--- config.mk ---
export PLATFORM = sky130hd
export DESIGN_NAME = clock_heartbeat_gen
export DESIGN_NICKNAME = d
export VERILOG_FILES = /design/src/rtl/clock_heartbeat_gen_pkg.sv /design/src/rtl/clock_heartbeat_gen_phase_timer.sv /design/src/rtl/clock_heartbeat_gen.sv
export SDC_FILE = /design/constraint.sdc
export NUM_CORES = 1
export LEC_CHECK = 0
export CORE_MARGIN = 2
export CORE_UTILIZATION = 61
export DETAILED_ROUTE_END_ITERATION = 8
export HOLD_SLACK_MARGIN = 0.15
export PLACE_DENSITY_LB_ADDON = 0.08
export SLEW_MARGIN = 20
export SYNTH_ARGS = -nofsm -noshare
export SYNTH_HDL_FRONTEND = slang
export SYNTH_HIERARCHICAL = 1
export SYNTH_SLANG_ARGS = --single-unit
--- constraint.sdc ---
create_clock -name I_clock -period 4.2 [get_ports I_clock]
set_input_delay 0.84 -clock I_clock [delete_from_list [all_inputs] [get_ports I_clock]]
set_output_delay 0.84 -clock I_clock [all_outputs]
set_load 0.05 [all_outputs]
--- src/rtl/clock_heartbeat_gen_pkg.sv ---
// Shared types and constants for the heartbeat generator: FSM states,
// fault-injection mode codes and the default counter field width.
package clock_heartbeat_gen_pkg;

  localparam int P_CNT_W_DEFAULT = 5;

  typedef enum logic [1:0] {
    ST_IDLE   = 2'd0,
    ST_RUN    = 2'd1,
    ST_ARMED  = 2'd2,
    ST_INJECT = 2'd3
  } hb_state_e;

  localparam logic [1:0] MODE_NONE      = 2'b00;
  localparam logic [1:0] MODE_STUCK_HI  = 2'b01;
  localparam logic [1:0] MODE_STUCK_LO  = 2'b10;
  localparam logic [1:0] MODE_HALF_RATE = 2'b11;

  // Heartbeat level for an injected phase: forced for the stuck modes,
  // a normal toggle for half-rate.
  function automatic logic inject_level(input logic [1:0] mode, input logic current);
    case (mode)
      MODE_STUCK_HI: inject_level = 1'b1;
      MODE_STUCK_LO: inject_level = 1'b0;
      default:       inject_level = ~current;
    endcase
  endfunction

endpackage

--- src/rtl/clock_heartbeat_gen_phase_timer.sv ---
// Phase timer: loads a phase length T, counts 0..T-1 and raises a
// registered tick on the last cycle of the phase.
module heartbeat_phase_timer
  import clock_heartbeat_gen_pkg::*;
#(
  parameter int P_CNT_W = P_CNT_W_DEFAULT
) (
  input  logic                 clk,
  input  logic                 rst_n,
  input  logic                 clear,
  input  logic                 load,
  input  logic [P_CNT_W+1:0]   period_in,
  output logic                 tick
);

  localparam int TW = P_CNT_W + 2;
  localparam logic [TW-1:0] ONE = TW'(1);

  logic [TW-1:0] cnt_q, cnt_d;
  logic [TW-1:0] period_q, period_d;
  logic          tick_q, tick_d;

  // Next count: clear wins, a load restarts at 0 with the new length,
  // otherwise advance; tick is precomputed so it lands on count T-1.
  always_comb begin
    cnt_d    = cnt_q;
    period_d = period_q;
    tick_d   = 1'b0;
    if (clear) begin
      cnt_d    = '0;
      period_d = '0;
    end else if (load) begin
      cnt_d    = '0;
      period_d = period_in;
      tick_d   = (period_in == ONE);
    end else begin
      cnt_d    = cnt_q + ONE;
      tick_d   = ((cnt_q + ONE) == (period_q - ONE));
    end
  end

  // Counter, latched length and tick registers.
  always_ff @(posedge clk or negedge rst_n) begin
    if (!rst_n) begin
      cnt_q    <= '0;
      period_q <= '0;
      tick_q   <= 1'b0;
    end else begin
      cnt_q    <= cnt_d;
      period_q <= period_d;
      tick_q   <= tick_d;
    end
  end

  assign tick = tick_q;

endmodule

--- src/rtl/clock_heartbeat_gen.sv ---
// Heartbeat generator: produces a divided test clock with programmable
// half-period and phase-aligned fault injection (stuck-high, stuck-low,
// half-rate). All outputs come straight from flops.
module clock_heartbeat_gen
  import clock_heartbeat_gen_pkg::*;
#(
  parameter int P_CNT_W = P_CNT_W_DEFAULT
) (
  input  logic               I_clock,
  input  logic               I_reset_n,
  input  logic               I_enable,
  input  logic [P_CNT_W-1:0] I_half_period,
  input  logic               I_inject_start,
  input  logic [1:0]         I_inject_mode,
  input  logic [P_CNT_W-1:0] I_inject_len,
  output logic               O_heartbeat,
  output logic               O_phase_tick,
  output logic               O_inject_busy,
  output logic               O_inject_done
);

  localparam int TW = P_CNT_W + 2;

  hb_state_e          state_q, state_d;
  logic [1:0]         mode_q, mode_d;
  logic [P_CNT_W-1:0] len_q, len_d;
  logic [P_CNT_W-1:0] inj_cnt_q, inj_cnt_d;
  logic               heartbeat_q, heartbeat_d;
  logic               busy_q, busy_d;
  logic               done_q, done_d;

  logic               timer_clear;
  logic               timer_load;
  logic [TW-1:0]      timer_period;
  logic               phase_tick;
  logic [TW-1:0]      normal_len;
  logic [TW-1:0]      half_rate_len;

  // A phase lasts N+1 cycles, or twice that while half-rate is injected.
  assign normal_len    = {2'b00, I_half_period} + TW'(1);
  assign half_rate_len = {normal_len[TW-2:0], 1'b0};

  heartbeat_phase_timer #(
    .P_CNT_W (P_CNT_W)
  ) u_timer (
    .clk       (I_clock),
    .rst_n     (I_reset_n),
    .clear     (timer_clear),
    .load      (timer_load),
    .period_in (timer_period),
    .tick      (phase_tick)
  );

  // FSM next state, heartbeat level and phase loads. A request seen in RUN
  // (even on a tick cycle) always waits in ARMED for the following boundary.
  always_comb begin
    state_d      = state_q;
    mode_d       = mode_q;
    len_d        = len_q;
    inj_cnt_d    = inj_cnt_q;
    heartbeat_d  = heartbeat_q;
    done_d       = 1'b0;
    timer_clear  = 1'b0;
    timer_load   = 1'b0;
    timer_period = normal_len;

    if (!I_enable) begin
      state_d     = ST_IDLE;
      mode_d      = MODE_NONE;
      len_d       = '0;
      inj_cnt_d   = '0;
      heartbeat_d = 1'b0;
      timer_clear = 1'b1;
    end else begin
      case (state_q)
        ST_IDLE: begin
          state_d     = ST_RUN;
          heartbeat_d = 1'b1;
          timer_load  = 1'b1;
        end
        ST_RUN: begin
          if (phase_tick) begin
            heartbeat_d = ~heartbeat_q;
            timer_load  = 1'b1;
          end
          if (I_inject_start && (I_inject_mode != MODE_NONE)) begin
            state_d = ST_ARMED;
            mode_d  = I_inject_mode;
            len_d   = I_inject_len;
          end
        end
        ST_ARMED: begin
          if (phase_tick) begin
            state_d     = ST_INJECT;
            inj_cnt_d   = '0;
            heartbeat_d = inject_level(mode_q, heartbeat_q);
            timer_load  = 1'b1;
            if (mode_q == MODE_HALF_RATE) begin
              timer_period = half_rate_len;
            end
          end
        end
        ST_INJECT: begin
          if (phase_tick) begin
            timer_load = 1'b1;
            if (inj_cnt_q == len_q) begin
              state_d     = ST_RUN;
              heartbeat_d = ~heartbeat_q;
              done_d      = 1'b1;
              mode_d      = MODE_NONE;
              len_d       = '0;
              inj_cnt_d   = '0;
            end else begin
              inj_cnt_d   = inj_cnt_q + 1'b1;
              heartbeat_d = inject_level(mode_q, heartbeat_q);
              if (mode_q == MODE_HALF_RATE) begin
                timer_period = half_rate_len;
              end
            end
          end
        end
        default: begin
          state_d = ST_IDLE;
        end
      endcase
    end

    busy_d = (state_d == ST_INJECT);
  end

  // State, latched injection fields and registered outputs.
  always_ff @(posedge I_clock or negedge I_reset_n) begin
    if (!I_reset_n) begin
      state_q     <= ST_IDLE;
      mode_q      <= MODE_NONE;
      len_q       <= '0;
      inj_cnt_q   <= '0;
      heartbeat_q <= 1'b0;
      busy_q      <= 1'b0;
      done_q      <= 1'b0;
    end else begin
      state_q     <= state_d;
      mode_q      <= mode_d;
      len_q       <= len_d;
      inj_cnt_q   <= inj_cnt_d;
      heartbeat_q <= heartbeat_d;
      busy_q      <= busy_d;
      done_q      <= done_d;
    end
  end

  assign O_heartbeat   = heartbeat_q;
  assign O_phase_tick  = phase_tick;
  assign O_inject_busy = busy_q;
  assign O_inject_done = done_q;

endmodule

Figure 1. Cell classes on the final placement (run 1).
Scale bar: 20 um.
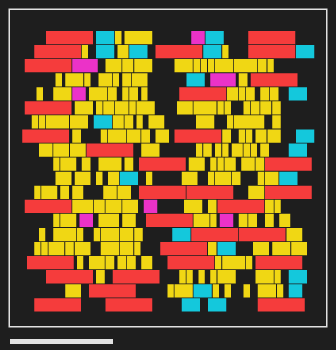
- clock drivers and dummy loads: magenta (cells 7)
- remaining buffers and delay cells: cyan (cells 20)
- remaining logic cells: yellow (cells 177)
- registers: red (cells 32)
Final Cell Area: 2250 sq um
Finished Core Util: 73.1%
floorplan core area: 3080 sq um
flop share of the area: 35.6%
row cnt: 20

Figure 2. Sizing map (run 1).
Scale bar: 20 um.
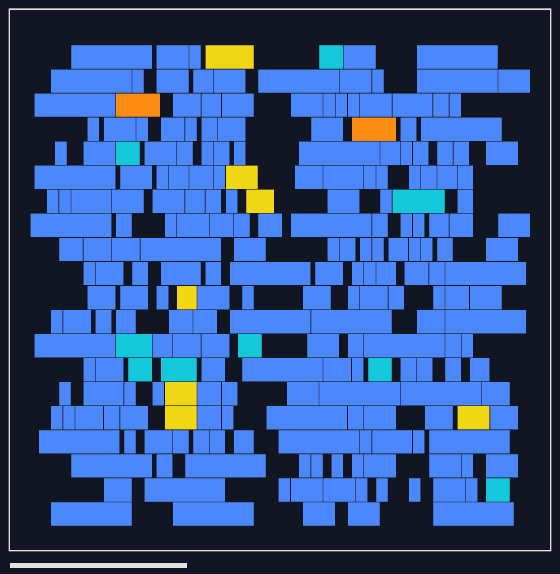
- x1 and smaller: blue (cells 218)
- x6 and larger: orange (cells 2)
- x3 and x4: cyan (cells 9)
- x2: yellow (cells 7)
Signal buffers: 20
final worst setup slack: 1380 ps
area grow syn2layout: 13.2%

Figure 3. Pin map (run 1).
Pins as bars across the die edge, other pins in grey.
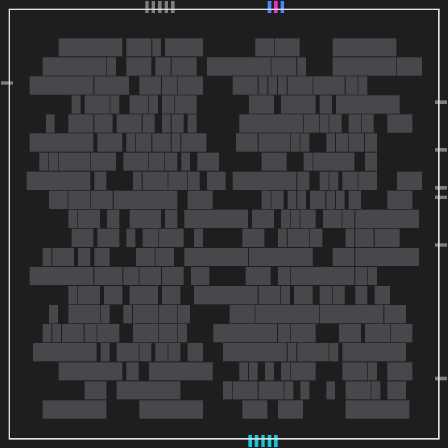
- `I_inject_len`: cyan (pins 5; direction input; edge south)
- `I_inject_mode`: blue (pins 2; direction input; edge north)
- `I_inject_start`: magenta (pins 1; direction input; edge north)
- all pins by edge: 8 north, 6 east, 5 south, 1 west

==> run 1: area by class of cell <==
class	count	area share, %
Sequential cell	32	35.6
Timing Repair Buffer	20	8.78
Tap cell	44	2.45
Multi-Input combinational cell	163	48.0
Inverter	14	2.33
Clock buffer	7	2.89
==> run 1: metal layers <==
metal | part of all wire (%) | up-vias | GRT usage (%)
li1 | - | 798 | -
met1 | 42 | 769 | 28.1
met2 | 52 | 25 | 44.2
met3 | 2.9 | 9 | 6.30
met4 | 2.3 | 0 | 13.4
met5 | 0 | - | 0
==> run 1: worst max-delay path, cell delays in order <==
cell	delay (ps)
clkdlybuf4s50_1	600
nand2_1	90
nor2_1	180
o21ai_2	200
mux2i_1	230
a311oi_2	90
nor4_1	260
nand3_1	100
or4_1	400
o21ai_1	80
==> run 1: path summary, 6_finish.rpt <==
path,startpoint,endpoint
setup / recovery,I_enable,u_timer/tick$_DFF_PN0_
hold / removal,u_timer/cnt_q[0]$_DFF_PN0_,u_timer/cnt_q[0]$_DFF_PN0_
setup reg to reg,inj_cnt_q[2]$_DFFE_PN0P_,u_timer/tick$_DFF_PN0_
hold reg to reg,u_timer/cnt_q[0]$_DFF_PN0_,u_timer/cnt_q[0]$_DFF_PN0_
max in group asynchronous,I_reset_n,u_timer/period_q[2]$_DFFE_PN0P_
min in group asynchronous,I_reset_n,len_q[2]$_DFFE_PN0P_
==> run 1: power by group <==
part	internal, mW	switching, mW	total [mW]	leakage, nW
Clock	0.0948	0.104	0.198	0.0374
Sequential	0.323	0.0189	0.342	0.432
Combinational	0.0705	0.0812	0.152	0.515
==> run 1: through the flow <==
stage	hold slack, ps	util [%]
6_report	529	73.1
5_1_grt	552	73.1
4_1_cts	537	73.1
3_5_place_dp	522	71.0
3_3_place_gp	514	71.0
2_1_floorplan	491	-
==> changes_impl.md, run 1 <==
### Physical design

- Outcome: complete, no violations
- Max Buffers Root-to-Sink: 2
- Gpl congestion: 0.810
- DR pass1 iterations: 5
- Registers, synthesis: 32
- Clock latency on the worst-skew pair: 340 ps
- Finish-stage setup viols: 0
- CTS tree: yes
- Iteration-0 DRC Markers: 161
- Commonest Layout Cell: dfrtp_1
- Final min period: 2820 ps
- Yosys aoi share: 13.4%
- Main logic family after synthesis: simple AND/OR/NAND/NOR gates
- Max-slew violations: 0
- Top Layout Cells: 32 x dfrtp_1, 26 x nand2_1, 21 x nor2_1
- Relative slew slack: 59.3%
- Cell Area, Placed: 2190 sq um
- Die Width: 61.1 um
- Async set-reset flop share out of synthesis: 100%
- Mux frac, synth: 7.55%
- Worst Skew: 6.05 ps
- Clock Sinks: 32
- OpenROAD warning count: 27
- Sequential share of the synthesized area: 40.3%
- Setup WS pre-CTS: 1090 ps
Figure 4. Clock routing (run 1).
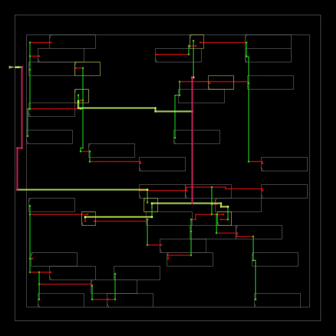

## Run 2: what changed since run 1
CORE_UTILIZATION = 51   (was 61)
clock period = 2.45 ns   (was 4.2 ns; I/O delays follow)
Figure 5. Clock routing (run 2).
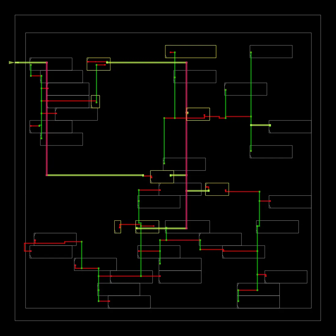
Clock Sinks: 32
Num CTS Buffers: 5
clock latency on the worst-skew pair: 280 ps
flip-flops: 32
Power Clock: 0.490 mW

Figure 6. Pin map (run 2).
Pins as bars across the die edge, other pins in grey.
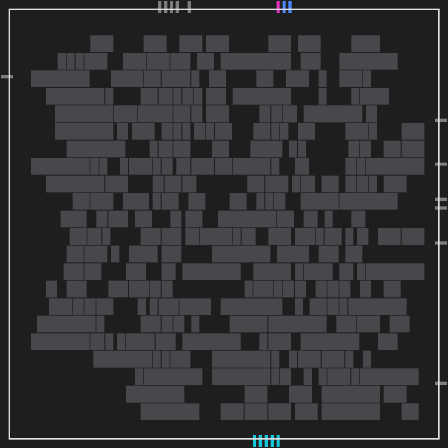
- `I_inject_mode`: blue (pins 2; direction input; edge north)
- `I_inject_len`: cyan (pins 5; direction input; edge south)
- `I_inject_start`: magenta (pins 1; direction input; edge north)
Die Width: 66.4 um
Die Y-Extent: 66.4 um
port bufs: 19

Figure 7. Cell classes on the final placement (run 2).
Scale bar: 20 um.
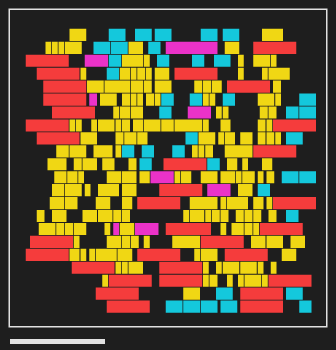
- remaining buffers and delay cells: cyan (cells 38)
- registers: red (cells 32)
- clock drivers and dummy loads: magenta (cells 8)
- remaining logic cells: yellow (cells 177)

==> changes_impl.md, run 2 <==
### Physical design

- CP Cell Sequence: clkdlybuf4s50_1, nand2_1, nor2_2, o21ai_4, buf_4, nor3_2, a311oi_2, nor4_1, nand3_1, or4_1, o21ai_1
- Main logic family after synthesis: simple AND/OR/NAND/NOR gates
- Setup WS pre-CTS: -108 ps (-1200 ps)
- Area grow syn2layout: 24.0%
- Synth Area per Inst: 9.12 sq um
- Yosys aoi share: 13.4% (unchanged)
- Max-slew violations: 0 (unchanged)
- Relative slew slack: 60.5% (+1.2 points)
- Mux frac, synth: 7.55% (unchanged)
- Finish-stage setup viols: 0 (unchanged)
- Floorplan core area: 3720 sq um (+21%)
- Sequential share of the synthesized area: 40.3% (unchanged)
- Row cnt: 22 (+10%)
- Iteration-0 DRC Markers: 148 (-8.1%)
- Max stage delay on crit path: 480 ps (-120 ps)
- Gpl congestion: 0.889 (+9.8%)
- Worst path depth: 11 (+1)
- Worst hold start: u_timer/cnt_q[0]$_DFF_PN0_
- Slowest-stage cell, CP: clkdlybuf4s50_1
- Clock root cell: clkbuf_8
- Worst setup startpoint: I_enable
- FF-to-FF End: u_timer/tick$_DFF_PN0_
- Worst Skew: 7.06 ps (+1.02 ps)
- Top Layout Cells: 31 x dfrtp_1, 26 x nand2_1, 20 x nor2_1
- Commonest Layout Cell: dfrtp_1
- RR Startpoint: inj_cnt_q[4]$_DFFE_PN0P_
- Async set-reset flop share out of synthesis: 100% (unchanged)
- Registers, synthesis: 32 (unchanged)
- Crit start category: primary input
- CP delay by family, top: simple AND/OR/NAND/NOR gates
- Crit path to: u_timer/tick$_DFF_PN0_
- Crit path buffers/inverters: 2 (+1)
- Final min period: 2380 ps
- Vias: 1717
- DR pass1 iterations: 4 (-1)
- Outcome: complete, no violations
- CTS tree: yes
- Max Buffers Root-to-Sink: 2 (unchanged)
- OpenROAD warning count: 27 (unchanged)
- Netlist cell types: 48
- Yosys top cell area share: 40.3%
[run 2: per-stage QoR]
stage                     setup TNS, ps  hold slack [ps]  std cells  cell area [sq um]  utilization, %
after floorplan                       0              194        218               1990               -
after global placement            -22.1              527        290               2290            61.6
after detailed placement           -108              529        290               2290            61.6
after CTS                             0              538        298               2400            64.7
after global routing              -8.39              575        303               2460            66.3
final                                 0              533        303               2460            66.3
[run 2: per-layer routing]
metal / vias up / wire [um] / GRT usage (%)
met5: - / 0 / 0
met4: 0 / 94 / 9.44
met3: 11 / 179 / 6.30
met2: 45 / 2260 / 39.1
met1: 832 / 1790 / 24.8
li1: 829 / - / -
[run 2: cell type report]
cell class / count / share of cell area (%)
Clock buffer: 6 / 2.94
Clock inverter: 2 / 1.42
Inverter: 14 / 2.13
Multi-Input combinational cell: 163 / 45.0
Sequential cell: 32 / 32.5
Tap cell: 48 / 2.44
Timing Repair Buffer: 38 / 13.5
[run 2: repair_timing]
| action | 4_1_cts | 5_1_grt |
|---|---|---|
| pin swaps | 0 | 4 |
| endpoints found under the setup margin | 1 | 1 |
| buffers inserted | 0 | 5 |
| gates resized | 1 | 5 |
| hold endpoints to repair | 0 | 0 |
[run 2: cell families (layout without fill, tap and decap cells)]
kind of cell,count (synthesis),count (layout)
simple gates,86,86
xor+xnor,19,19
fa+ha+maj,6,6
mux,15,15
compound gates,37,37
buf+inv,23,60
flops,32,32
[run 2: power breakdown]
group	total [mW]	leakage, nW	internal, mW	switching (mW)
Combinational	0.297	0.610	0.143	0.154
Clock	0.490	0.0552	0.301	0.189
Sequential	0.582	0.430	0.555	0.0266
Total	1.37	1.10	1.00	0.370
## Run 3: what changed since run 2
CAP_MARGIN = 0   (was default)
Figure 8. Clock routing (run 3).
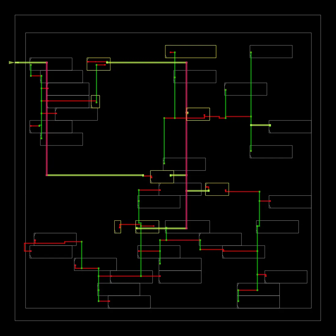
Worst Skew: 7.06 ps
Clock buffer cells: 6

Figure 9. Pin map (run 3).
Pins as bars across the die edge, other pins in grey.
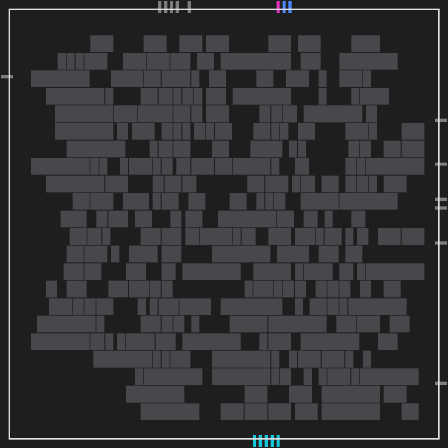
- `I_inject_start`: magenta (pins 1; direction input; edge north)
- `I_inject_mode`: blue (pins 2; direction input; edge north)
- `I_inject_len`: cyan (pins 5; direction input; edge south)
- all pins by edge: 8 north, 6 east, 5 south, 1 west

Figure 10. Cell classes on the final placement (run 3).
Scale bar: 20 um.
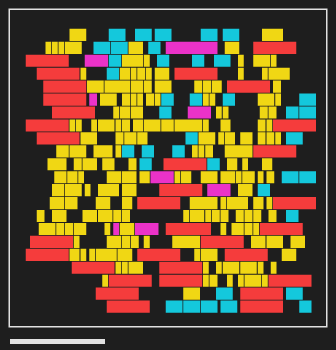
- remaining logic cells: yellow (cells 177)
- clock drivers and dummy loads: magenta (cells 8)
- remaining buffers and delay cells: cyan (cells 38)
- registers: red (cells 32)
flop share of the area: 32.5%
floorplan core area: 3720 sq um
row cnt: 22
Finished Core Util: 66.3%
Final Cell Area: 2460 sq um

==> changes_impl.md, run 3 <==
### Physical design

- Placed cell count: 290 (unchanged)
- Max Buffers Root-to-Sink: 2 (unchanged)
- Netlist cell types: 48 (unchanged)
- Clock Sinks: 32 (unchanged)
- Non-filler cells, final: 303 (unchanged)
- Die Y-Extent: 66.4 um (unchanged)
- Gpl congestion: 0.889 (unchanged)
- Sequential share of the synthesized area: 40.3% (unchanged)
- Max-slew violations: 0 (unchanged)
- Iteration-0 DRC Markers: 148 (unchanged)
- Vias: 1717 (unchanged)
- Worst hold start: u_timer/cnt_q[0]$_DFF_PN0_
- Die Width: 66.4 um (unchanged)
- Final min period: 2380 ps (unchanged)
- Cell Area, Placed: 2290 sq um (unchanged)
- Num CTS Buffers: 5 (unchanged)
- Setup WS pre-CTS: -108 ps (unchanged)
- Relative slew slack: 60.5% (unchanged)
- Commonest Layout Cell: dfrtp_1
- Hold_ws: 533 ps (unchanged)
- Worst setup startpoint: I_enable
- Clock latency on the worst-skew pair: 280 ps (about the same)
- Outcome: complete, no violations
- OpenROAD warning count: 27 (unchanged)
- Setup_tns: 0 ps (unchanged)
- Finish-stage setup viols: 0 (unchanged)
[run 3: cell counts after synthesis]
No cell type changed its count.
[run 3: area by class of cell]
type / instances / share of cell area, %
multi-input combinational: 163 / 45.0
sequential: 32 / 32.5
clock inverter: 2 / 1.42
clock buffer: 6 / 2.94
timing repair buffer: 38 / 13.5
inverter: 14 / 2.13
tap: 48 / 2.44
[run 3: final timing paths]
| kind | end | cells past startpoint |
|---|---|---|
| worst max-delay path | u_timer/tick$_DFF_PN0_ | 11 |
| worst min-delay path | u_timer/cnt_q[0]$_DFF_PN0_ | 1 |
| worst max register to register | u_timer/tick$_DFF_PN0_ | 10 |
| worst min register to register | u_timer/cnt_q[0]$_DFF_PN0_ | 1 |
| max in group asynchronous | inj_cnt_q[4]$_DFFE_PN0P_ | 2 |
| min in group asynchronous | len_q[3]$_DFFE_PN0P_ | 2 |
[run 3: critical path, stage by stage]
cell	delay, ps
clkdlybuf4s50_1	480
nand2_1	80
nor2_2	160
o21ai_4	110
buf_4	150
nor3_2	170
a311oi_2	60
nor4_1	280
nand3_1	110
or4_1	400
o21ai_1	90
[run 3: where the power goes]
group          internal [mW]  switching [mW]
sequential             0.555          0.0266
clock                  0.301           0.189
combinational          0.143           0.154
total                   1.00           0.370
[run 3: per-layer routing]
layer | wire [um] | share of wire, % | track usage (%) | vias to the layer above
li1 | - | - | - | 829
met1 | 1790 | 41 | 24.8 | 832
met2 | 2260 | 52 | 39.1 | 45
met3 | 179 | 4.1 | 6.30 | 11
met4 | 94 | 2.2 | 9.44 | 0
met5 | 0 | 0 | 0 | -
[run 3: timing repair]
action,in CTS,in global routing
pin swaps,0,4
gates resized,1,5
cloned,0,0
buffers inserted,0,5
hold buffers,0,0
setup endpoints to repair,1,1
Power is estimated from default activity; no workload was simulated.
